**config.mk**
```make
export PLATFORM = sky130hd
export DESIGN_NAME = vending_machine_param
export DESIGN_NICKNAME = d
export VERILOG_FILES = /design/src/rtl/vending_pkg.sv /design/src/rtl/vending_change_dispenser.sv /design/src/rtl/vending_machine_param.sv
export SDC_FILE = /design/constraint.sdc
export NUM_CORES = 1
export LEC_CHECK = 0
export CORE_UTILIZATION = 55
export CTS_BUF_LIST = sky130_fd_sc_hd__clkbuf_4
export DETAILED_ROUTE_END_ITERATION = 8
export PLACE_DENSITY = 0.8
export SLEW_MARGIN = 25
export SYNTH_ARGS = -nofsm -noshare
export SYNTH_HDL_FRONTEND = slang
export SYNTH_HIERARCHICAL = 1
export SYNTH_SLANG_ARGS = --single-unit
```
**constraint.sdc**
```tcl
create_clock -name clk -period 5.4 [get_ports clk]
set_clock_uncertainty 0.15 [all_clocks]
set_input_delay 1.08 -clock clk [delete_from_list [all_inputs] [get_ports clk]]
set_output_delay 1.08 -clock clk [all_outputs]
set_load 0.01 [all_outputs]
```
**src/rtl/vending_pkg.sv**
```systemverilog
// Shared state encoding and coin values for the parametrised vending controller.
package vending_pkg;

  typedef enum logic [1:0] {
    COLLECT = 2'd0,
    VEND    = 2'd1,
    CHANGE  = 2'd2,
    WAIT    = 2'd3
  } state_t;

  localparam int NICKEL_C  = 5;
  localparam int DIME_C    = 10;
  localparam int QUARTER_C = 25;

endpackage

```
**src/rtl/vending_change_dispenser.sv**
```systemverilog
// Decodes one change coin per cycle from the remaining amount: dimes first, then a nickel.
module vending_change_dispenser
  import vending_pkg::*;
#(
  parameter int CREDIT_W = 7
) (
  input  logic                load,
  input  logic [CREDIT_W-1:0] amount,
  output logic                nickel_out,
  output logic                dime_out,
  output logic                done
);

  localparam logic [CREDIT_W-1:0] DIME_W   = CREDIT_W'(DIME_C);
  localparam logic [CREDIT_W-1:0] NICKEL_W = CREDIT_W'(NICKEL_C);

  logic                use_dime;
  logic [CREDIT_W-1:0] step;

  always_comb begin
    use_dime   = (amount >= DIME_W);
    step       = use_dime ? DIME_W : NICKEL_W;
    dime_out   = load && use_dime;
    nickel_out = load && !use_dime;
    // done flags the last coin, so the FSM can leave CHANGE on this edge
    done       = load && (amount == step);
  end

endmodule

```
**src/rtl/vending_machine_param.sv**
```systemverilog
// Programmable-price vending controller with binary credit and serial change return.
module vending_machine_param
  import vending_pkg::*;
#(
  parameter int PRICE    = 25,
  parameter int CREDIT_W = 7
) (
  input  logic                clk,
  input  logic                reset,
  input  logic                nickel_in,
  input  logic                dime_in,
  input  logic                quarter_in,
  input  logic                cancel_in,
  input  logic                thanks_in,
  output logic                candy_out,
  output logic                nickel_out,
  output logic                dime_out,
  output logic                coin_reject,
  output logic                busy,
  output logic [CREDIT_W-1:0] credit
);

  localparam logic [CREDIT_W-1:0] PRICE_W   = CREDIT_W'(PRICE);
  localparam logic [CREDIT_W-1:0] NICKEL_W  = CREDIT_W'(NICKEL_C);
  localparam logic [CREDIT_W-1:0] DIME_W    = CREDIT_W'(DIME_C);
  localparam logic [CREDIT_W-1:0] QUARTER_W = CREDIT_W'(QUARTER_C);

  state_t              state;
  logic                vended;
  logic                any_coin;
  logic                multi_coin;
  logic [CREDIT_W-1:0] coin_val;
  logic [CREDIT_W-1:0] credit_sum;
  logic                chg_nickel;
  logic                chg_dime;
  logic                chg_done;

  always_comb begin
    any_coin   = nickel_in | dime_in | quarter_in;
    multi_coin = (nickel_in & (dime_in | quarter_in)) | (dime_in & quarter_in);
    coin_val   = nickel_in ? NICKEL_W : (dime_in ? DIME_W : QUARTER_W);
    credit_sum = credit + coin_val;
  end

  vending_change_dispenser #(.CREDIT_W(CREDIT_W)) u_change (
    .load       (state == CHANGE),
    .amount     (credit),
    .nickel_out (chg_nickel),
    .dime_out   (chg_dime),
    .done       (chg_done)
  );

  always_ff @(posedge clk) begin
    if (reset) begin
      state       <= COLLECT;
      credit      <= '0;
      vended      <= 1'b0;
      coin_reject <= 1'b0;
    end else begin
      coin_reject <= any_coin;
      case (state)
        COLLECT: begin
          if (cancel_in) begin
            if (credit != '0) begin
              state  <= CHANGE;
              vended <= 1'b0;
            end
          end else if (any_coin) begin
            coin_reject <= multi_coin;
            credit      <= credit_sum;
            if (credit_sum >= PRICE_W) state <= VEND;
          end
        end
        VEND: begin
          credit <= credit - PRICE_W;
          vended <= 1'b1;
          state  <= (credit != PRICE_W) ? CHANGE : WAIT;
        end
        CHANGE: begin
          credit <= credit - (chg_dime ? DIME_W : NICKEL_W);
          if (chg_done) state <= vended ? WAIT : COLLECT;
        end
        WAIT: begin
          if (thanks_in) begin
            state  <= COLLECT;
            vended <= 1'b0;
          end
        end
        default: state <= COLLECT;
      endcase
    end
  end

  assign candy_out  = (state == VEND);
  assign nickel_out = chg_nickel;
  assign dime_out   = chg_dime;
  assign busy       = (state != COLLECT);

endmodule

```
==> GITHUB_STEP_SUMMARY, run 1 <==
### Yosys + OpenROAD results

| Metric | Value |
|---|---|
| Filler Cell Count | `213` |
| WHS | `411 ps` |
| Power Dens Cells | `620 mW/mm²` |
| Final Hold Fails | `0` |
| Postcts setup bufs | `0` |
| CP Capture Type | `register` |
| Critical path cell sequence | `clkdlybuf4s50_1 -> inv_1 -> nand2_1 -> ha_1 -> inv_1 -> fa_1 -> nor2b_1 -> o211ai_1 -> a21boi_2 -> xnor2_1 -> a31oi_2 -> mux2i_1` |
| Synth Area per Inst | `8.19 µm²` |
| Synthesized net count | `195` |
| Ys flops | `11` |
| Slew Limit Headroom | `0.396` |
| Status | `complete, no violations` |
| Root Buffer | `clkbuf_4` |
| Int Power | `0.483 mW` |
| Max Buffers Root-to-Sink | `2` |
| Sequential share of power | `0.201` |
| Yosys cell count | `170` |
| Total power | `0.971 mW` |
| Most instantiated logic cell after routing | `clkdlybuf4s50_1` |
| Reg2reg setup slack | `2210 ps` |
| Yosys simple share | `0.233` |
| Top area cell types | `dfxtp_1 16%, ha_1 14%, xor2_1 4.4%` |
| Ys Warns | `6` |
| Seq share, synth | `0.158` |
| MaxCap Viol Count | `0` |
| F_max | `281 MHz` |
| Fin. max-slew vios | `0` |
| Initial DRC count | `28` |
| Cells after DPL | `207` |
| Synth logic family | `AND-OR/OR-AND gates` |
| Flip-flop and latch area | `220 µm²` |
| Flip-flops with a built-in enable | `0` |
| Yosys stat chip area | `0.00139 mm²` |
| Ratio of cells with drive above 1 in the final layout | `0.0984` |
| Vias in the first global route | `1194` |
| Critical path peak fanout | `5` |
run 1: area by class of cell:
class,instances,area share
Inverter,14,0.0336
Tap cell,28,0.0224
Clock buffer,4,0.0192
Sequential cell,11,0.141
Timing Repair Buffer,18,0.115
Multi-Input combinational cell,136,0.669
run 1: worst min-delay path by stage:
stage              to  slack, ps  cells past startpoint    from
2_1_floorplan  vended        330                      2  vended
3_3_place_gp   vended        380                      2  vended
3_5_place_dp   vended        390                      2  vended
4_1_cts        vended        410                      2  vended
5_1_grt        vended        430                      2  vended
6_report       vended        410                      2  vended
run 1: state kept, by name, summed over array words and instances, names as in the netlist:
signal / count
credit: 7
vended: 1
state: 2
coin_reject: 1
run 1: synth_stat cells, types with 2 or more instances:
library cell,instances
nand2b_1,2
o21a_1,3
nand2_1,11
a21o_1,3
o211ai_1,2
xor2_1,7
a211oi_1,3
fa_1,2
o22ai_1,3
and4bb_1,2
buf_4,2
inv_1,13
nor2b_1,3
ha_1,16
dfxtp_1,11
nor2_1,16
a31oi_1,4
a21oi_1,7
xnor2_1,4
o21ai_0,7
nand3b_1,2
mux2i_1,2
nor3_2,2
nor3_1,6
nor4_1,2
clkbuf_8,2
buf_2,2
run 1: routing by layer:
layer  up-vias  GRT usage  share of wire
li1        635          -              -
met1       616      0.352           0.46
met2        38      0.439           0.47
met3        11     0.0290          0.038
met4         0      0.132          0.032
met5         -          0              0
run 1: worst register-to-register path, stage by stage, from the launching register on:
cell,delay (ps)
dfxtp_1,390
inv_1,80
ha_1,340
a21boi_0,220
inv_1,180
ha_1,190
inv_1,50
fa_1,410
a21o_1,190
a21o_1,200
nor3_1,190
xor2_1,100
a221oi_1,300
nor2_1,90
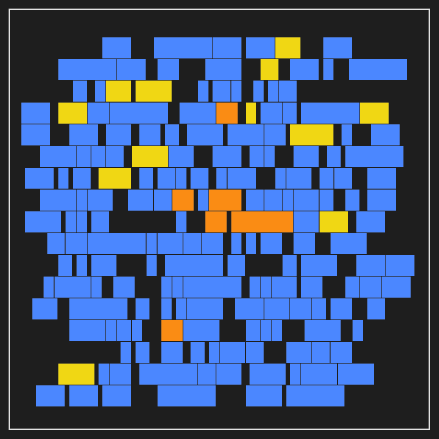
run_1/sizing.png
Drawn at 8 px/µm.
blue -> x1 and smaller  # cells 165
orange -> x3 and x4  # cells 6
yellow -> x2  # cells 12
final setup margin: 1850 ps
Signal buffers: 18

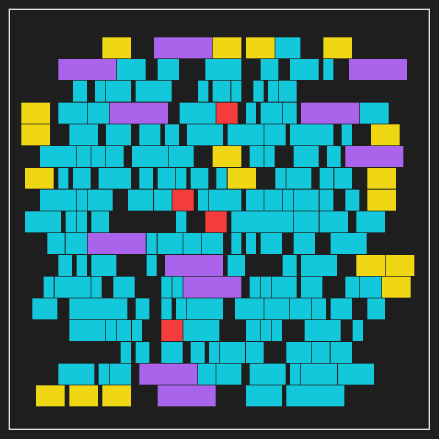
run_1/class_map.png
Drawn at 8 px/µm.
cyan -> remaining logic cells  # cells 150, share of their area 72%
yellow -> remaining buffers and delay cells  # cells 18, share of their area 12%
red -> clock drivers and dummy loads  # cells 4, share of their area 2.0%
purple -> registers  # cells 11, share of their area 14%
fin util: 0.681
num rows: 17
post-route cell area: 0.00157 mm²
Seq/total area: 0.141

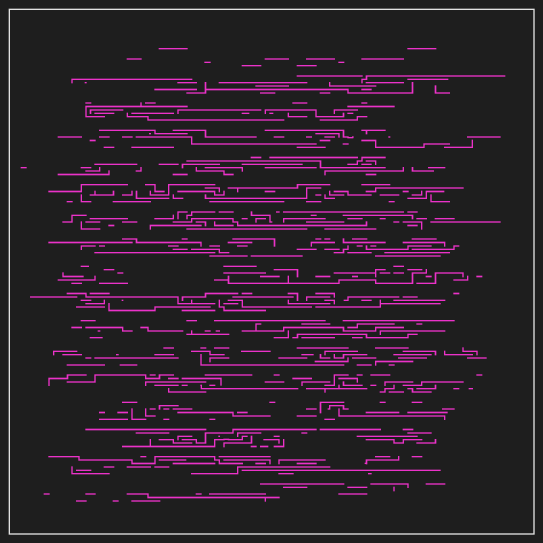
run_1/m1.png
Drawn at 10 px/µm.
longest straight run = 19.8 µm
share of all routed wire = 46%
wire length on this layer = 1450 µm
main direction = horizontal
nets with wire on the layer = 189
final wirelength: 3170 µm
total number of vias: 1300
GRT met1 Usage: 0.352

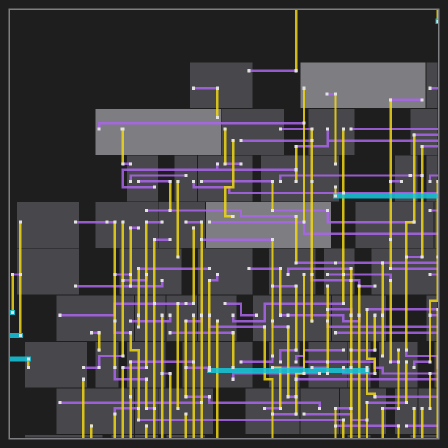
run_1/closeup.png
Window x 1 to 26, y 27 to 52 µm. Cells in grey, sequential cells in the stronger grey; small squares are vias.
purple -> M1
cyan -> M3
yellow -> M2
most frequent = ha_1 (4), clkdlybuf4s50_1 (4)
sequential cells in the window = 3
netlist names of flops here include = `state` (2), `coin_reject` (1)
cells with their middle in the window = 42

--- run 2 (diff from run 1) ---
==> constraint.sdc (replaced) <==
create_clock -name clk -period 3.4 [get_ports clk]
set_clock_uncertainty 0.15 [all_clocks]
set_input_delay 0.68 -clock clk [delete_from_list [all_inputs] [get_ports clk]]
set_output_delay 0.68 -clock clk [all_outputs]
set_load 0.01 [all_outputs]
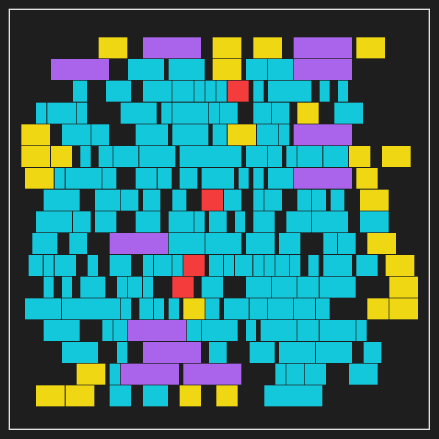
run_2/class_map.png
Drawn at 8 px/µm.
yellow -> remaining buffers and delay cells  # cells 26, share of their area 15%
cyan -> remaining logic cells  # cells 150, share of their area 69%
purple -> registers  # cells 11, share of their area 14%
red -> clock drivers and dummy loads  # cells 4, share of their area 1.9%
post-route cell area: 0.00163 mm²
CORE AREA: 0.00230 mm²
fin util: 0.708

==> GITHUB_STEP_SUMMARY, run 2 <==
### Yosys + OpenROAD results

| Metric | Value |
|---|---|
| Flip-flops with a built-in enable | `0 (unchanged)` |
| Met2 Use GR | `0.479 (was 0.439)` |
| Power Dens Cells | `981 mW/mm² (was 620 mW/mm²)` |
| Synthesized net count | `195 (unchanged)` |
| Top sig layer | `met4 (unchanged)` |
| Vias in the first global route | `1283 (was 1194)` |
| Postcts setup bufs | `0 (unchanged)` |
| Seq share, synth | `0.158 (unchanged)` |
| Max FFs per register | `7 (unchanged)` |
| CP Capture Type | `register (unchanged)` |
| Critical path cell sequence | `clkdlybuf4s50_1 -> inv_1 -> nand2_1 -> ha_1 -> inv_1 -> fa_1 -> nor2b_1 -> o211ai_1 -> a21boi_2 -> xnor2_1 -> a31oi_2 -> mux2i_1 (unchanged)` |
| Drc violations | `0 (unchanged)` |
| Synth Area per Inst | `8.19 µm² (unchanged)` |
| Total power | `1.59 mW (was 0.971 mW)` |
| Ys flops | `11 (unchanged)` |
| Top area cell types | `dfxtp_1 16%, ha_1 14%, xor2_1 4.4% (unchanged)` |
| Critical path peak fanout | `3 (was 5)` |
| MaxCap Viol Count | `0 (unchanged)` |
| WHS | `411 ps (about the same)` |
| Status | `complete, no violations (unchanged)` |
| Final Hold Fails | `0 (unchanged)` |
| Most Crowded Layer GR | `met2 (unchanged)` |
| Most frequent cells after synthesis | `16 x ha_1, 16 x nor2_1, 13 x inv_1 (unchanged)` |
| Max Buffers Root-to-Sink | `2 (unchanged)` |
| Met3 WL | `162 µm (was 120 µm)` |
| Most instantiated logic cell after routing | `clkdlybuf4s50_1 (unchanged)` |
| CTS Hold Bufs | `0 (unchanged)` |
| Cells after DPL | `215 (was 207)` |
| Met2 wire len | `1630 µm (was 1500 µm)` |
| Final std cells w/o fill | `219 (was 211)` |
| Root Buffer | `clkbuf_4 (unchanged)` |
| Total number of vias | `1356 (was 1300)` |
| Top Registers | `credit: 7 flops, state: 2 flops (unchanged)` |
| GR Util met3 | `0.0464 (was 0.0290)` |
| Ratio of cells with drive above 1 in the final layout | `0.136 (was 0.0984)` |
| DRT met1 WL | `1430 µm (was 1450 µm)` |
run 2: netlist changes by cell type in the layout (fill, tap and decap cells not counted):
cell,before,now
buf_4,0,8
run 2: metrics by stage:
step | setup slack [ps] | utilization
after floorplan | 428 | -
after global placement | 210 | 0.694
after detailed placement | -12.3 | 0.694
after CTS | 250 | 0.708
after global routing | 100 | 0.708
final | 292 | 0.708
run 2: report_power, final:
| part | internal [mW] | leakage, nW | switching [mW] |
|---|---|---|---|
| clock | 0.0535 | 0.0184 | 0.0465 |
| combinational | 0.576 | 0.569 | 0.691 |
| sequential | 0.179 | 0.0907 | 0.0484 |
run 2: cell type report:
| cell class | count | area, µm² |
|---|---|---|
| multi-input combinational | 136 | 1050 |
| fill | 192 | 672 |
| timing repair buffer | 26 | 240 |
| sequential | 11 | 220 |
| inverter | 14 | 52.6 |
| tap | 28 | 35.0 |
| clock buffer | 4 | 30.0 |
run 2: worst paths after layout:
| kind | startpoint | end | slack [ps] | cells past startpoint |
|---|---|---|---|---|
| min reg2reg | vended | vended | 410 | 2 |
| max | nickel_in | state[0] | 290 | 12 |
| max reg2reg | state[0] | credit[6] | 400 | 13 |
| min | vended | vended | 410 | 2 |
run 2: cell families after synthesis:
| kind of cell | share of synthesized area |
|---|---|
| AND/OR/NAND/NOR | 0.233 |
| AND-OR/OR-AND | 0.256 |
| buffers and inverters | 0.0898 |
| adder cells (fa/ha/maj) | 0.180 |
| XOR/XNOR | 0.0692 |
| flip-flops | 0.158 |
| multiplexers | 0.0144 |
run 2: worst max-delay path, delay by kind of cell:
family | cells | cell delay [ps]
mux | 1 | 250
xor+xnor | 1 | 100
fa+ha+maj | 2 | 610
compound gates | 3 | 590
buf+inv | 3 | 590
simple gates | 2 | 320
--- run 3 (diff from run 2) ---
--- a/config.mk
+++ b/config.mk
@@ -9,6 +9,7 @@
 export CTS_BUF_LIST = sky130_fd_sc_hd__clkbuf_4
 export DETAILED_ROUTE_END_ITERATION = 8
 export PLACE_DENSITY = 0.8
+export SKIP_LAST_GASP = 1
 export SLEW_MARGIN = 25
 export SYNTH_ARGS = -nofsm -noshare
 export SYNTH_HDL_FRONTEND = slang
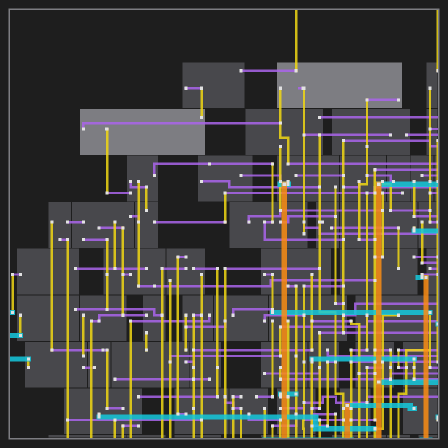
run_3/closeup.png
Window x 1 to 26, y 27 to 52 µm. Cells in grey, sequential cells in the stronger grey; small squares are vias.

==> GITHUB_STEP_SUMMARY, run 3 <==
### Yosys + OpenROAD results

| Metric | Value |
|---|---|
| Placed wire-length estimate | `2640 µm (unchanged)` |
| Clock transition at path regs | `70 ps (about the same)` |
| Critical path type | `in -> reg (unchanged)` |
| Drc violations | `0 (unchanged)` |
| Yosys cell count | `170 (unchanged)` |
| Ys Warns | `6 (unchanged)` |
| Root Buffer | `clkbuf_4 (unchanged)` |
| Clk ins delay skew pair | `280 ps (about the same)` |
| Most frequent cells after synthesis | `16 x ha_1, 16 x nor2_1, 13 x inv_1 (unchanged)` |
| Largest net degree at the start of global routing | `14 (unchanged)` |
| Ys async rst share | `0 (unchanged)` |
| Fin util | `0.708 (unchanged)` |
| PortBufs | `18 (unchanged)` |
| RSZ-0062 raised after global routing | `no (unchanged)` |
| Final std cells w/o fill | `219 (unchanged)` |
| CORE AREA | `0.00230 mm² (unchanged)` |
| CP bufs+invs | `3 (unchanged)` |
| Filler Cell Count | `192 (unchanged)` |
| Stages on the worst setup path | `12 (unchanged)` |
| Worst Setup EP | `state[0] (unchanged)` |
| Cells after DPL | `215 (unchanged)` |
| Flip-flops with a built-in enable | `0 (unchanged)` |
| Most instantiated logic cell after routing | `clkdlybuf4s50_1 (unchanged)` |
| Worst hold start | `vended (unchanged)` |
| Largest delay share family, worst path | `adder cells (unchanged)` |
| Resized Gates After CTS | `0 (unchanged)` |
| Status | `complete, no violations (unchanged)` |
| Max FFs per register | `7 (unchanged)` |
| Area Overhead vs Synth | `16.7% (unchanged)` |
| Postcts setup bufs | `0 (unchanged)` |
| Worst reg2reg path startpoint | `state[0] (unchanged)` |
| CP most frequent cell | `inv_1 (unchanged)` |
| H-Tree Depth | `1 (unchanged)` |
| Top area cell types | `dfxtp_1 16%, ha_1 14%, xor2_1 4.4% (unchanged)` |
| N_diodes | `0 (unchanged)` |
| Critical path cell sequence | `clkdlybuf4s50_1 -> inv_1 -> nand2_1 -> ha_1 -> inv_1 -> fa_1 -> nor2b_1 -> o211ai_1 -> a21boi_2 -> xnor2_1 -> a31oi_2 -> mux2i_1 (unchanged)` |
| MaxCap Viol Count | `0 (unchanged)` |
| Fin. max-slew vios | `0 (unchanged)` |
| Top Registers | `credit: 7 flops, state: 2 flops (unchanged)` |
| Power Dens Cells | `981 mW/mm² (unchanged)` |
| Hold EP | `vended (unchanged)` |
| Reg2reg end | `credit[6] (unchanged)` |
| Initial DRC count | `50 (unchanged)` |
| Final Hold Fails | `0 (unchanged)` |
| Vias in the first global route | `1283 (unchanged)` |
| CP Data Required Time | `3440 ps (about the same)` |
| Slew Limit Headroom | `0.354 (unchanged)` |
| Pleak | `0.678 nW (unchanged)` |
| Total power | `1.59 mW (unchanged)` |
| Yosys stat chip area | `0.00139 mm² (unchanged)` |
| Ratio of cells with drive above 1 in the final layout | `0.136 (unchanged)` |
| Critical path peak fanout | `3 (unchanged)` |
| Reg2reg setup slack | `400 ps (about the same)` |
| Num rows | `17 (unchanged)` |
| Ys flops | `11 (unchanged)` |
| Seq share, synth | `0.158 (unchanged)` |
| CP startpoint | `nickel_in (unchanged)` |
| Max Buffers Root-to-Sink | `2 (unchanged)` |
| Hold path cells | `2 (unchanged)` |
| Synth Area per Inst | `8.19 µm² (unchanged)` |
| Comb area | `0.00105 mm² (unchanged)` |
| Reg with most FFs | `credit (unchanged)` |
| Total number of vias | `1356 (unchanged)` |
| CTS Hold Bufs | `0 (unchanged)` |
| Initial antenna violation count | `0 (unchanged)` |
| Final wirelength | `3310 µm (unchanged)` |
| F_max | `322 MHz (unchanged)` |
| Synthesized net count | `195 (unchanged)` |
| CP Capture Type | `register (unchanged)` |
| CTS tree | `done (unchanged)` |
| Flip-flop and latch area | `220 µm² (unchanged)` |
| HP Class | `reg -> reg (unchanged)` |
| Cell depth of the worst flop-to-flop path | `13 (unchanged)` |
run 3: stage by stage:
| step | setup TNS (ps) | setup slack, ps | hold WS (ps) | cell area [µm²] |
|---|---|---|---|---|
| 2_1_floorplan | 0 | 428 | 334 | 1390 |
| 3_3_place_gp | 0 | 210 | 374 | 1600 |
| 3_5_place_dp | -12.3 | -12.3 | 404 | 1600 |
| 4_1_cts | 0 | 250 | 417 | 1630 |
| 5_1_grt | 0 | 100 | 443 | 1630 |
| 6_report | 0 | 292 | 411 | 1630 |
run 3: logic make-up after synthesis:
| group | synth area share |
|---|---|
| AND/OR/NAND/NOR | 0.233 |
| flip-flops | 0.158 |
| buffers and inverters | 0.0898 |
| AND-OR/OR-AND | 0.256 |
| multiplexers | 0.0144 |
| XOR/XNOR | 0.0692 |
| adder cells (fa/ha/maj) | 0.180 |
run 3: metal layers:
| layer | share of wire | track usage |
|---|---|---|
| met1 | 0.43 | 0.352 |
| met2 | 0.49 | 0.479 |
| met3 | 0.049 | 0.0464 |
| met4 | 0.026 | 0.149 |
| met5 | 0 | 0 |
run 3: worst reg2reg max path, cell delays in order (launching register included):
cell	delay [ps]
dfxtp_1	390
inv_1	80
ha_1	230
a21boi_0	150
inv_1	180
ha_1	190
inv_1	50
fa_1	410
a21o_1	200
a21o_1	200
nor3_1	200
xor2_1	100
a221oi_1	290
nor2_1	70
run 3: area by class of cell:
cell class,count,share of cell area
multi-input cells,136,0.644
inverters,14,0.0323
clock buffers,4,0.0185
well taps,28,0.0216
repair buffers,26,0.148
flip-flops and latches,11,0.135
run 3: report_power, final:
part	total, mW	internal [mW]	switching (mW)	leakage (nW)
clock	0.100	0.0535	0.0465	0.0184
combinational	1.27	0.576	0.691	0.569
sequential	0.228	0.179	0.0484	0.0907
Power is estimated from default activity; no workload was simulated.
